File: src/rtl/sevenseg_scan_driver.sv
// ---------------------------------------------------------------------------
// sevenseg_scan_driver
//
// Time-multiplexed driver for an N-digit 7-segment display. Packed BCD digits
// and per-digit decimal points are captured into a shadow register only at
// frame boundaries, so a display frame never mixes old and new values. One
// digit is lit per SCAN_DIV clocks. Codes 10-15 show hex glyphs when HEX_EN
// is set. Leading zeros can be blanked.
//
// Ports
//   clk         system clock, rising edge
//   rst_n       asynchronous active-low reset
//   en          1: scanning active; 0: display dark and scan position frozen
//   blank_lz    1: blank leading zeros (digit 0 is never blanked)
//   bcd_in      packed digits, digit i at bcd_in[4i+3:4i], digit 0 = LSD
//   dp_in       decimal point per digit
//   seg         {a,b,c,d,e,f,g} for the active digit, seg[6] = a
//   dp          decimal point of the active digit
//   an          one-hot digit enable
//   frame_done  one-cycle pulse after the last digit slot of a frame
//
// All pin outputs come straight from registers. Only a constant XOR is applied
// to set the board polarity, so the pins are glitch-free. The polarity
// inversion also applies during reset.
// ---------------------------------------------------------------------------
module sevenseg_scan_driver #(
    parameter int NUM_DIGITS  = 4,
    parameter int SCAN_DIV    = 1000,
    parameter int HEX_EN      = 0,
    parameter int SEG_ACT_LOW = 0,
    parameter int AN_ACT_LOW  = 0
) (
    input  logic                    clk,
    input  logic                    rst_n,
    input  logic                    en,
    input  logic                    blank_lz,
    input  logic [4*NUM_DIGITS-1:0] bcd_in,
    input  logic [NUM_DIGITS-1:0]   dp_in,
    output logic [6:0]              seg,
    output logic                    dp,
    output logic [NUM_DIGITS-1:0]   an,
    output logic                    frame_done
);

    localparam int CNT_W = (SCAN_DIV > 1) ? $clog2(SCAN_DIV) : 1;
    localparam int IDX_W = (NUM_DIGITS > 1) ? $clog2(NUM_DIGITS) : 1;
    // Per-digit lookup arrays are padded to a power of two. This keeps every
    // value of idx_reg a legal index, even when NUM_DIGITS is not a power of two.
    localparam int NSLOT = 1 << IDX_W;

    localparam logic [CNT_W-1:0]      CNT_LAST = CNT_W'(SCAN_DIV - 1);
    localparam logic [IDX_W-1:0]      IDX_LAST = IDX_W'(NUM_DIGITS - 1);
    localparam logic [6:0]            SEG_MASK = (SEG_ACT_LOW != 0) ? 7'h7F : 7'h00;
    localparam logic                  DP_MASK  = (SEG_ACT_LOW != 0);
    localparam logic [NUM_DIGITS-1:0] AN_MASK  = (AN_ACT_LOW != 0) ? {NUM_DIGITS{1'b1}}
                                                                   : {NUM_DIGITS{1'b0}};

    // ST_WAIT_LOAD: nothing has been captured yet since reset. The first
    // enabled cycle loads the shadow without waiting for a frame boundary.
    typedef enum logic [0:0] {
        ST_WAIT_LOAD = 1'b0,
        ST_SCAN      = 1'b1
    } state_t;

    state_t state_reg, state_next;

    logic [CNT_W-1:0]        cnt_reg, cnt_next;
    logic [IDX_W-1:0]        idx_reg, idx_next;
    logic [4*NUM_DIGITS-1:0] shadow_bcd_reg, shadow_bcd_next;
    logic [NUM_DIGITS-1:0]   shadow_dp_reg, shadow_dp_next;
    logic [6:0]              seg_reg, seg_next;
    logic                    dp_reg, dp_next;
    logic [NUM_DIGITS-1:0]   an_reg, an_next;
    logic                    frame_done_reg, frame_done_next;

    logic                    slot_end;
    logic                    frame_end;
    logic                    load_shadow;

    logic [3:0]              digit_arr [NSLOT];
    logic [NSLOT-1:0]        dp_arr;
    // upper_zero[i] is 1 when digit i and every more-significant digit are zero.
    logic [NSLOT:0]          upper_zero;
    logic [NUM_DIGITS-1:0]   an_onehot;
    logic [3:0]              cur_code;
    logic                    cur_blank;
    logic [6:0]              cur_glyph;

    // ------------------------------------------------------------------
    // Shadow unpacking and leading-zero chain
    // ------------------------------------------------------------------
    assign upper_zero[NSLOT] = 1'b1;

    generate
        for (genvar gi = 0; gi < NSLOT; gi++) begin : g_slot
            if (gi < NUM_DIGITS) begin : g_real
                assign digit_arr[gi]  = shadow_bcd_reg[4*gi +: 4];
                assign dp_arr[gi]     = shadow_dp_reg[gi];
                assign upper_zero[gi] = (shadow_bcd_reg[4*gi +: 4] == 4'd0) && upper_zero[gi+1];
            end else begin : g_pad
                assign digit_arr[gi]  = 4'd0;
                assign dp_arr[gi]     = 1'b0;
                assign upper_zero[gi] = 1'b1;
            end
        end

        for (genvar gi = 0; gi < NUM_DIGITS; gi++) begin : g_an
            assign an_onehot[gi] = (idx_reg == IDX_W'(gi));
        end
    endgenerate

    assign cur_code  = digit_arr[idx_reg];
    assign cur_blank = blank_lz && (idx_reg != '0) && upper_zero[idx_reg];

    // ------------------------------------------------------------------
    // Glyph decode (logical, active-high, {a,b,c,d,e,f,g})
    // ------------------------------------------------------------------
    always_comb begin
        cur_glyph = 7'h00;
        case (cur_code)
            4'd0:  cur_glyph = 7'h7E;
            4'd1:  cur_glyph = 7'h30;
            4'd2:  cur_glyph = 7'h6D;
            4'd3:  cur_glyph = 7'h79;
            4'd4:  cur_glyph = 7'h33;
            4'd5:  cur_glyph = 7'h5B;
            4'd6:  cur_glyph = 7'h5F;
            4'd7:  cur_glyph = 7'h70;
            4'd8:  cur_glyph = 7'h7F;
            4'd9:  cur_glyph = 7'h7B;
            4'd10: cur_glyph = (HEX_EN != 0) ? 7'h77 : 7'h00;
            4'd11: cur_glyph = (HEX_EN != 0) ? 7'h1F : 7'h00;
            4'd12: cur_glyph = (HEX_EN != 0) ? 7'h4E : 7'h00;
            4'd13: cur_glyph = (HEX_EN != 0) ? 7'h3D : 7'h00;
            4'd14: cur_glyph = (HEX_EN != 0) ? 7'h4F : 7'h00;
            4'd15: cur_glyph = (HEX_EN != 0) ? 7'h47 : 7'h00;
            default: cur_glyph = 7'h00;
        endcase
    end

    // ------------------------------------------------------------------
    // Scan position: prescaler and digit index, both frozen while en=0
    // ------------------------------------------------------------------
    assign slot_end  = en && (cnt_reg == CNT_LAST);
    assign frame_end = slot_end && (idx_reg == IDX_LAST);

    always_comb begin
        cnt_next = cnt_reg;
        idx_next = idx_reg;
        if (en) begin
            if (cnt_reg == CNT_LAST) begin
                cnt_next = '0;
                idx_next = (idx_reg == IDX_LAST) ? '0 : idx_reg + IDX_W'(1);
            end else begin
                cnt_next = cnt_reg + CNT_W'(1);
            end
        end
    end

    // ------------------------------------------------------------------
    // Shadow-load control FSM
    // ------------------------------------------------------------------
    always_comb begin
        state_next  = state_reg;
        load_shadow = 1'b0;
        case (state_reg)
            ST_WAIT_LOAD: begin
                if (en) begin
                    load_shadow = 1'b1;
                    state_next  = ST_SCAN;
                end
            end
            ST_SCAN: begin
                load_shadow = frame_end;
            end
            default: begin
                state_next = ST_WAIT_LOAD;
            end
        endcase
    end

    always_comb begin
        shadow_bcd_next = shadow_bcd_reg;
        shadow_dp_next  = shadow_dp_reg;
        if (load_shadow) begin
            shadow_bcd_next = bcd_in;
            shadow_dp_next  = dp_in;
        end
    end

    // ------------------------------------------------------------------
    // Output stage: shows the digit selected by the index before this edge
    // ------------------------------------------------------------------
    always_comb begin
        an_next         = '0;
        seg_next        = 7'h00;
        dp_next         = 1'b0;
        frame_done_next = 1'b0;
        if (en) begin
            an_next         = an_onehot;
            seg_next        = cur_blank ? 7'h00 : cur_glyph;
            dp_next         = dp_arr[idx_reg];
            frame_done_next = frame_end;
        end
    end

    // ------------------------------------------------------------------
    // Registers
    // ------------------------------------------------------------------
    always_ff @(posedge clk or negedge rst_n) begin
        if (!rst_n) begin
            state_reg <= ST_WAIT_LOAD;
        end else begin
            state_reg <= state_next;
        end
    end

    always_ff @(posedge clk or negedge rst_n) begin
        if (!rst_n) begin
            cnt_reg        <= '0;
            idx_reg        <= '0;
            shadow_bcd_reg <= '0;
            shadow_dp_reg  <= '0;
            seg_reg        <= 7'h00;
            dp_reg         <= 1'b0;
            an_reg         <= '0;
            frame_done_reg <= 1'b0;
        end else begin
            cnt_reg        <= cnt_next;
            idx_reg        <= idx_next;
            shadow_bcd_reg <= shadow_bcd_next;
            shadow_dp_reg  <= shadow_dp_next;
            seg_reg        <= seg_next;
            dp_reg         <= dp_next;
            an_reg         <= an_next;
            frame_done_reg <= frame_done_next;
        end
    end

    assign seg        = seg_reg ^ SEG_MASK;
    assign dp         = dp_reg ^ DP_MASK;
    assign an         = an_reg ^ AN_MASK;
    assign frame_done = frame_done_reg;

endmodule

File: config.mk
export PLATFORM = sky130hd
export DESIGN_NAME = sevenseg_scan_driver
export DESIGN_NICKNAME = d
export VERILOG_FILES = /design/src/rtl/sevenseg_scan_driver.sv
export SDC_FILE = /design/constraint.sdc
export NUM_CORES = 1
export LEC_CHECK = 0
export CORE_ASPECT_RATIO = 1.4
export CORE_MARGIN = 1
export CORE_UTILIZATION = 50
export CTS_CLUSTER_DIAMETER = 60
export DETAILED_ROUTE_END_ITERATION = 16
export PLACE_DENSITY = 0.77
export SLEW_MARGIN = 20
export SYNTH_ARGS = -nofsm -noshare
export SYNTH_HDL_FRONTEND = slang
export SYNTH_SLANG_ARGS = --single-unit
File: constraint.sdc
create_clock -name clk -period 2.7 [get_ports clk]
set_clock_uncertainty 0.15 [all_clocks]
set_input_delay 0.27 -clock clk [delete_from_list [all_inputs] [get_ports clk]]
set_output_delay 0.27 -clock clk [all_outputs]
set_load 0.02 [all_outputs]
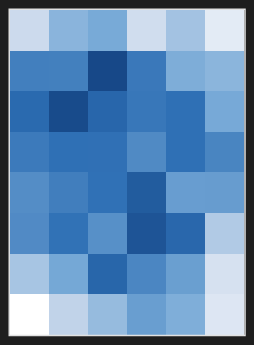
Figure 1: run 1, placement density heat map.
(4 px per um) 6 x 8 tiles, from white (low) to dark blue (high), 0 to 100% covered.
mean over tiles: 57%
fullest tile: 90%
tiles over 75% full: 17%
nearly empty tiles: 2.1%

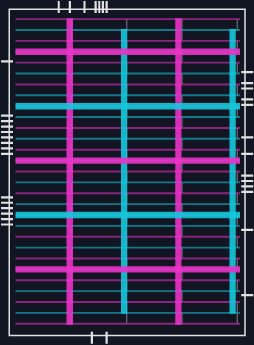
Figure 2: run 1, supply network.
(4 px per um) Pins as bars on the die edge. Tap cells in grey.
[VSS] magenta
[VDD] cyan
rows: 28
tap cells: 60
met4 straps: 4
met1 rails: 29
met5 straps: 5

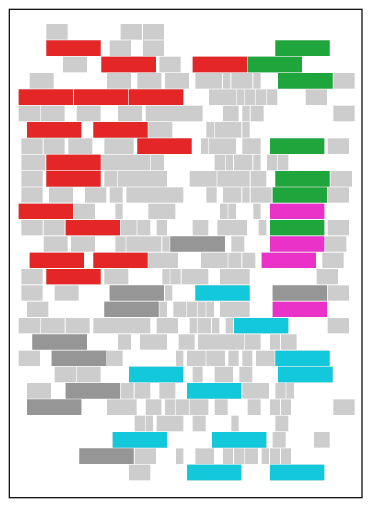
Figure 3: run 1, where the registers sit.
(6 px per um) Other sequential cells in the stronger grey, the rest of the logic in the fainter grey.
[seg] green | flops: 7
[an] magenta | flops: 4 | where: middle right
[cnt_reg] cyan | flops: 10
[shadow_bcd_reg] red | flops: 16

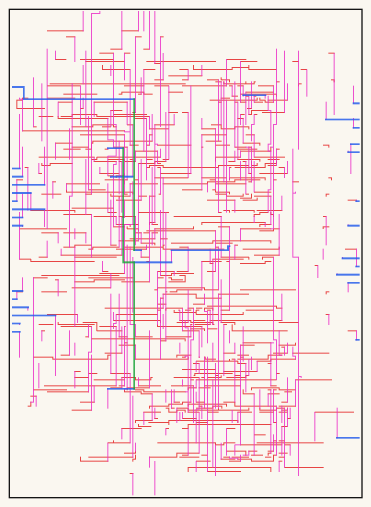
Figure 4: run 1, signal wires by layer.
(6 px per um)
[M1] red | wire length: 1,650 um
[M3] blue | wire length: 114 um
[M2] magenta | wire length: 1,820 um
[M4] green | wire length: 67.1 um

-- run 1: worst max-delay path: cells and delay by family (launching register included) --
kind                       cells  cell delay, ps
muxes                          1             710
buffers and inverters          1             170
AOI/OAI and AO/OA              2             370
DFF                            1             590
and+or+nand+nor                1              50
adders and majority gates      1             200
-- run 1: area by class of cell --
| class | count | area (um2) | area share (%) |
|---|---|---|---|
| Clock buffer | 6 | 82.58 | 2.986 |
| Clock inverter | 2 | 12.51 | 0.4525 |
| Inverter | 11 | 41.29 | 1.493 |
| Multi-Input combinational cell | 119 | 1005 | 36.33 |
| Sequential cell | 46 | 1151 | 41.63 |
| Tap cell | 60 | 75.07 | 2.715 |
| Timing Repair Buffer | 41 | 397.9 | 14.39 |
==> impl_metrics.ini, run 1 <==
; physical design summary
[finish]
fill_cells = 346
final_cell_mix = dfrtp_1, clkdlybuf4s50_1, mux2_2, inv_1, nand2_1
area_growth_pct = 23.53
antenna_cells = 0
utilization_pct = 64.70
drive_above_1_share_pct = 18.67

[setup_path]
arrival_ps = 2390
crit_chain = mux4_1 -> inv_1 -> ha_1 -> nor2_1 -> a211o_1 -> a21oi_1
r2r_setup_slack_ps = 390
critPathCapture = seg[1]$_DFF_PN0_
rr_worst_depth = 6
required_ps = 2780
timing.rr.end = seg[1]$_DFF_PN0_
crit_start = idx_reg[0]$_DFFE_PN0N_

[routing]
dr_wl_met2_mm = 1.819
firstDrtPassIters = 4
vias_per_cell = 5.274

[clocking]
clock_path_buffers = 2
cts_setup_buffers = 0
cts_buffers = 5
h-tree-depth = 2
cts_tree = done

[floorplan]
core_region_area_um2 = 4274
fp_util_pct = 52.37
std_cell_rows = 28

[power]
total_power_mw = 1.612
powerDensity_nw_per_um2 = 582.9
pg_clk_uw = 433
combPwrFrac_pct = 20.6
top_power_group = registers
pg_seq_uw = 847
ir_drop_uv = 386.4
switchingPower_uw = 454.5

[sta]
maxSlewViolCount = 0
finalSetupViolCount = 0
fmax_mhz = 432.3
grt_setup_unrepaired = false
finalHoldViolations = 0
max_slew_margin_pct = 62.47
worst_slack_ps = 386.8

[synthesis]
ys_sh_aoi_pct = 7.602
synth-warning-count = 0
synthCells = 182
ys_cells = 182
edf_count = 0
synth_cell_types = 40
yosys_area_um2 = 2238
most_common_cell = dfrtp_1
ys_sh_simple_pct = 13.36
netlist_logic_family_top = multiplexers
ys_sh_adder_pct = 5.590

[job]
max-cap-violations = 0

[run_status]
status = finished clean

[global_routing]
grt_usage_pct = 18.31
busiest_layer = met2
grt_pass1_wl_mm = 6.548
grt_overflow = 0
first_global_vias = 1432
grt_use_met2_pct = 30.23

[place]
pre_cts_ws_ps = 396.5
placed_cells = 276

[hold_path]
min_from = state_reg$_DFF_PN0_
==> run 2, diff against run 1 <==
SKIP_CTS_REPAIR_TIMING = 1   (was default)
==> run 2 against run 1 <==
  * Worst hold slack did not move
  * Cell area did not move
  * Setup slack did not move
  * Global-route usage did not move
  * Wire length did not move
  * Largest power group unchanged
==> impl_metrics.ini, run 2 <==
; physical design summary
[global_routing]
grt_usage_pct = 18.31
first_global_vias = 1432
grt_pass1_wl_mm = 6.548
grt_overflow = 0

[setup_path]
cp_top_family = multiplexers
crit_chain = mux4_1 -> inv_1 -> ha_1 -> nor2_1 -> a211o_1 -> a21oi_1
critPathCapture = seg[1]$_DFF_PN0_
timing.rr.end = seg[1]$_DFF_PN0_
rr_worst_depth = 6
crit_start = idx_reg[0]$_DFFE_PN0N_
arrival_ps = 2390

[sta]
grt_setup_unrepaired = false
fmax_mhz = 432.3
worst_slack_ps = 386.8
max_slew_margin_pct = 62.47
finalHoldViolations = 0

[clocking]
clock_path_buffers = 2
cts_tree = done
h-tree-depth = 2

[power]
top_power_group = registers
powerDensity_nw_per_um2 = 582.9
pg_seq_uw = 847

[synthesis]
synthCells = 182
ys_sh_simple_pct = 13.36
ys_sh_adder_pct = 5.590
ys_cells = 182
synth-warning-count = 0
yosys_area_um2 = 2238

[finish]
utilization_pct = 64.70
area_growth_pct = 23.53
drive_above_1_share_pct = 18.67
antenna_cells = 0
final_cell_mix = dfrtp_1, clkdlybuf4s50_1, mux2_2, inv_1, nand2_1

[job]
max-cap-violations = 0

[floorplan]
fp_util_pct = 52.37

[routing]
vias_per_cell = 5.274

[run_status]
status = finished clean
## run 2: cell counts in the layout (fill, tap and decap cells not counted)
Identical to the previous run, type by type.
## run 2: metal layers
metal | routed length, um | vias up | GRT usage, % | share of wire (%)
met5 | 0 | - | 0 | 0
met4 | 67 | 0 | 8.571 | 1.8
met3 | 113 | 5 | 3.025 | 3.1
met2 | 1819 | 37 | 30.23 | 50
met1 | 1647 | 724 | 23.44 | 45
li1 | - | 737 | - | -
## run 2: layout make-up
cell class / instances / area (um2)
multi-input cells: 119 / 1005
clock buffers: 6 / 82.58
well taps: 60 / 75.07
repair buffers: 41 / 397.9
flip-flops and latches: 46 / 1151
inverters: 11 / 41.29
clock inverters: 2 / 12.51
fillers: 346 / 1509
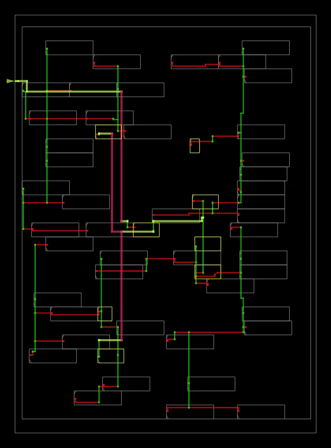
Figure 5: run 2, clock routing.
clock distribution power: 433 uW
Clock Sink Count: 46

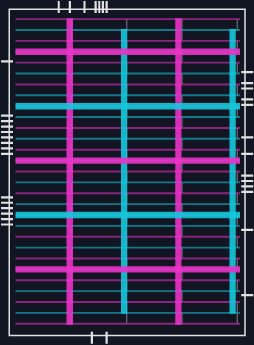
Figure 6: run 2, supply network.
(4 px per um) Pins as bars on the die edge. Tap cells in grey.
[VSS] magenta
[VDD] cyan
met5 straps: 5
met1 rails: 29
rows: 28
die y size: 81.17 um
placeable core region: 4274 um2
Die W: 58.55 um
peak supply drop: 386.4 uV

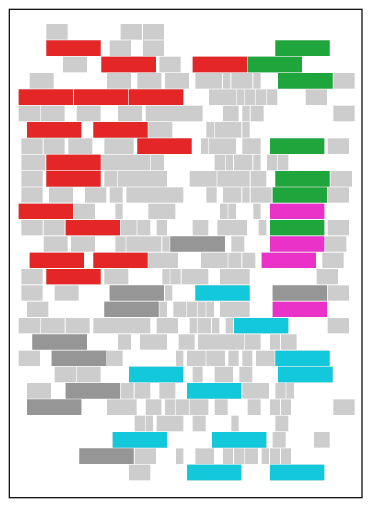
Figure 7: run 2, where the registers sit.
(6 px per um) Other sequential cells in the stronger grey, the rest of the logic in the fainter grey.
[shadow_bcd_reg] red | flops: 16
[cnt_reg] cyan | flops: 10
[seg] green | flops: 7
[an] magenta | flops: 4 | where: middle right
not coloured: 9

Figure 8. Signal wires by layer (run 2).
(6 px per um)
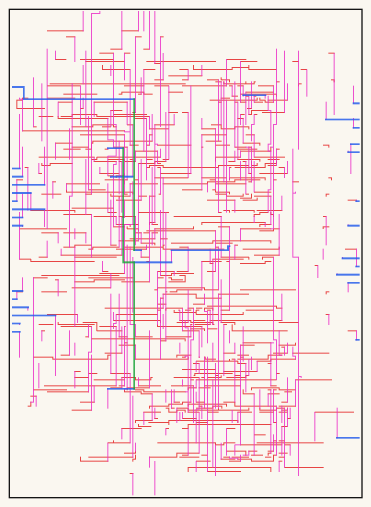

==> run 3, diff against run 2 <==
CTS_BUF_LIST = sky130_fd_sc_hd__clkbuf_16   (was default)
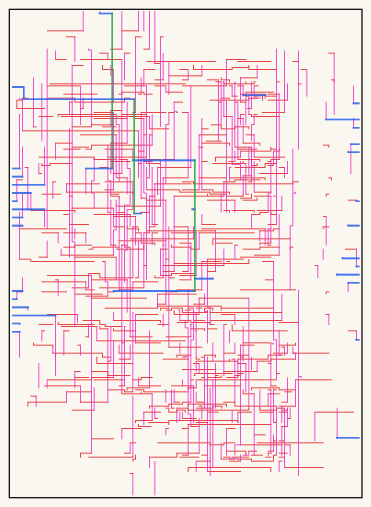
Figure 9: run 3, signal wires by layer.
(6 px per um)
[M3] blue | wire length: 120 um
[M1] red | wire length: 1,700 um
[M2] magenta | wire length: 1,820 um
[M4] green | wire length: 66.6 um
total wire length: 3.707 mm
routed vias: 1,508
GRT Overall Usage: 18.28%
routed wire length per instance: 13.01 um

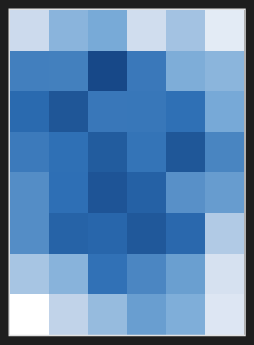
Figure 10: run 3, placement density heat map.
(4 px per um) 6 x 8 tiles, from white (low) to dark blue (high), 0 to 100% covered.
fullest tile: 90%
mean over tiles: 58%
nearly empty tiles: 2.1%
tiles over 75% full: 23%
densest ninth of the die: centre

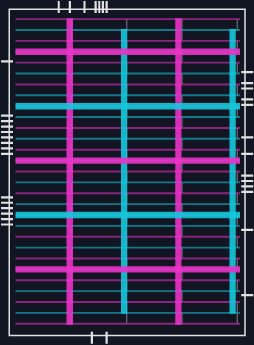
Figure 11: run 3, supply network.
(4 px per um) Pins as bars on the die edge. Tap cells in grey.
[VSS] magenta
[VDD] cyan
met1 rails: 29
tap cells: 60
met5 straps: 5
signal pins: 37

==> run 3 against run 2 <==
  * Non-clock buffer count unchanged
  * Power increased by 9.3%
  * Worst hold slack got worse by 21 ps
  * Wire length increased by 1.6%
  * Global-route usage about the same
  * Sequential power about the same
  * Core utilization increased by 1.1 points
  * Via count increased by 0.33%
  * Clock power increased by 34%
  * Cell count unchanged
  * Die size unchanged
==> impl_metrics.ini, run 3 <==
; physical design summary
[run_status]
status = finished clean

[finish]
final_cell_mix = dfrtp_1, clkdlybuf4s50_1, mux2_2, inv_1, nand2_1
clkCellAreaFrac_pct = 5.029
fill_cells = 347
buffers = 41
sh_seq_area_pct = 40.94
sh_comb_area_pct = 35.74
inverters_excl_clock = 11
multiInputCombCellCount = 119
utilization_pct = 65.78
flop_area_um2 = 1151
combGateArea_um2 = 1005
design_area_um2 = 2811
stdcell_count = 285
largestClassByArea = sequential cells
largest_register_ffs = 16
area_growth_pct = 25.60
bufAreaShareNonClock_pct = 14.15
antenna_cells = 0
clock_buffers = 5
drive_above_1_share_pct = 18.22
ff_count = 46

[sta]
fmax_mhz = 430.4
grt_setup_unrepaired = false
worst_pin_slew_ps = 572.0
holdWs_ps = 322.4
worst_slack_ps = 376.4
max_slew_margin_pct = 61.87
finalSetupViolCount = 0
finalHoldViolations = 0

[routing]
dr_wl_met2_mm = 1.823
vias_per_cell = 5.291
met3_length_um = 120
wl_met1_mm = 1.696
top_layer = met4

[global_routing]
grt_overflow = 0
antenna_found_initial = 0
grtUsageMet3_pct = 3.662
grt_pass1_wl_mm = 6.637
first_global_vias = 1458
gr-usage-met1_pct = 23.76
busiest_layer = met2
grt_use_met2_pct = 30.69

[floorplan]
fp.dieW_um = 58.55
core_region_area_um2 = 4274
die_h_um = 81.17
fp_util_pct = 52.37
num_tap_cells = 60

[synthesis]
ys_cells = 182
ys_sh_adder_pct = 5.590
yosys_area_um2 = 2238
synth-warning-count = 0
async_flop_share_pct = 100.0
synth_nets = 216
synthCells = 182
ys_sh_simple_pct = 13.36
synth_top_area_share_pct = 51.43
edf_count = 0

[clocking]
cts.sinks = 46
clock_path_buffers = 2
h-tree-depth = 2
cts_tree = done
clk_pin_slew_ps = 60

[setup_path]
crit_chain = mux4_1 -> inv_1 -> ha_1 -> nor2_1 -> a211o_1 -> a21oi_1
slowest_stage = mux4_1
slowest_delay_ps = 720
cp_top_family = multiplexers
cp-start-kind = register
arrival_ps = 2380

[place]
gp_congestion = 0.8252
placed_cells = 276

[job]
warnings = 33
max-cap-violations = 0

[power]
pg_seq_uw = 849
pg_clk_uw = 581
top_power_group = registers
ir_drop_uv = 389.2
powerDensity_nw_per_um2 = 626.8
## run 3: cell count changes in the layout (fill, tap and decap cells not counted)
cell / before / now
clkinv_1: 0 / 1
clkbuf_8: 6 / 0
clkbuf_16: 0 / 5
## run 3: path summary, 6_finish.rpt
| check | to | cells past startpoint | startpoint |
|---|---|---|---|
| max in group asynchronous | dp_arr[1]$_DFFE_PN0P_ | 2 | rst_n |
| min | state_reg$_DFF_PN0_ | 1 | state_reg$_DFF_PN0_ |
| max reg2reg | seg[1]$_DFF_PN0_ | 6 | idx_reg[0]$_DFFE_PN0N_ |
| min reg2reg | state_reg$_DFF_PN0_ | 1 | state_reg$_DFF_PN0_ |
| max | seg[1]$_DFF_PN0_ | 6 | idx_reg[0]$_DFFE_PN0N_ |
| min in group asynchronous | cnt_reg[5]$_DFFE_PN0P_ | 2 | rst_n |
No activity file was given, so power comes from the tool's default toggle rates.
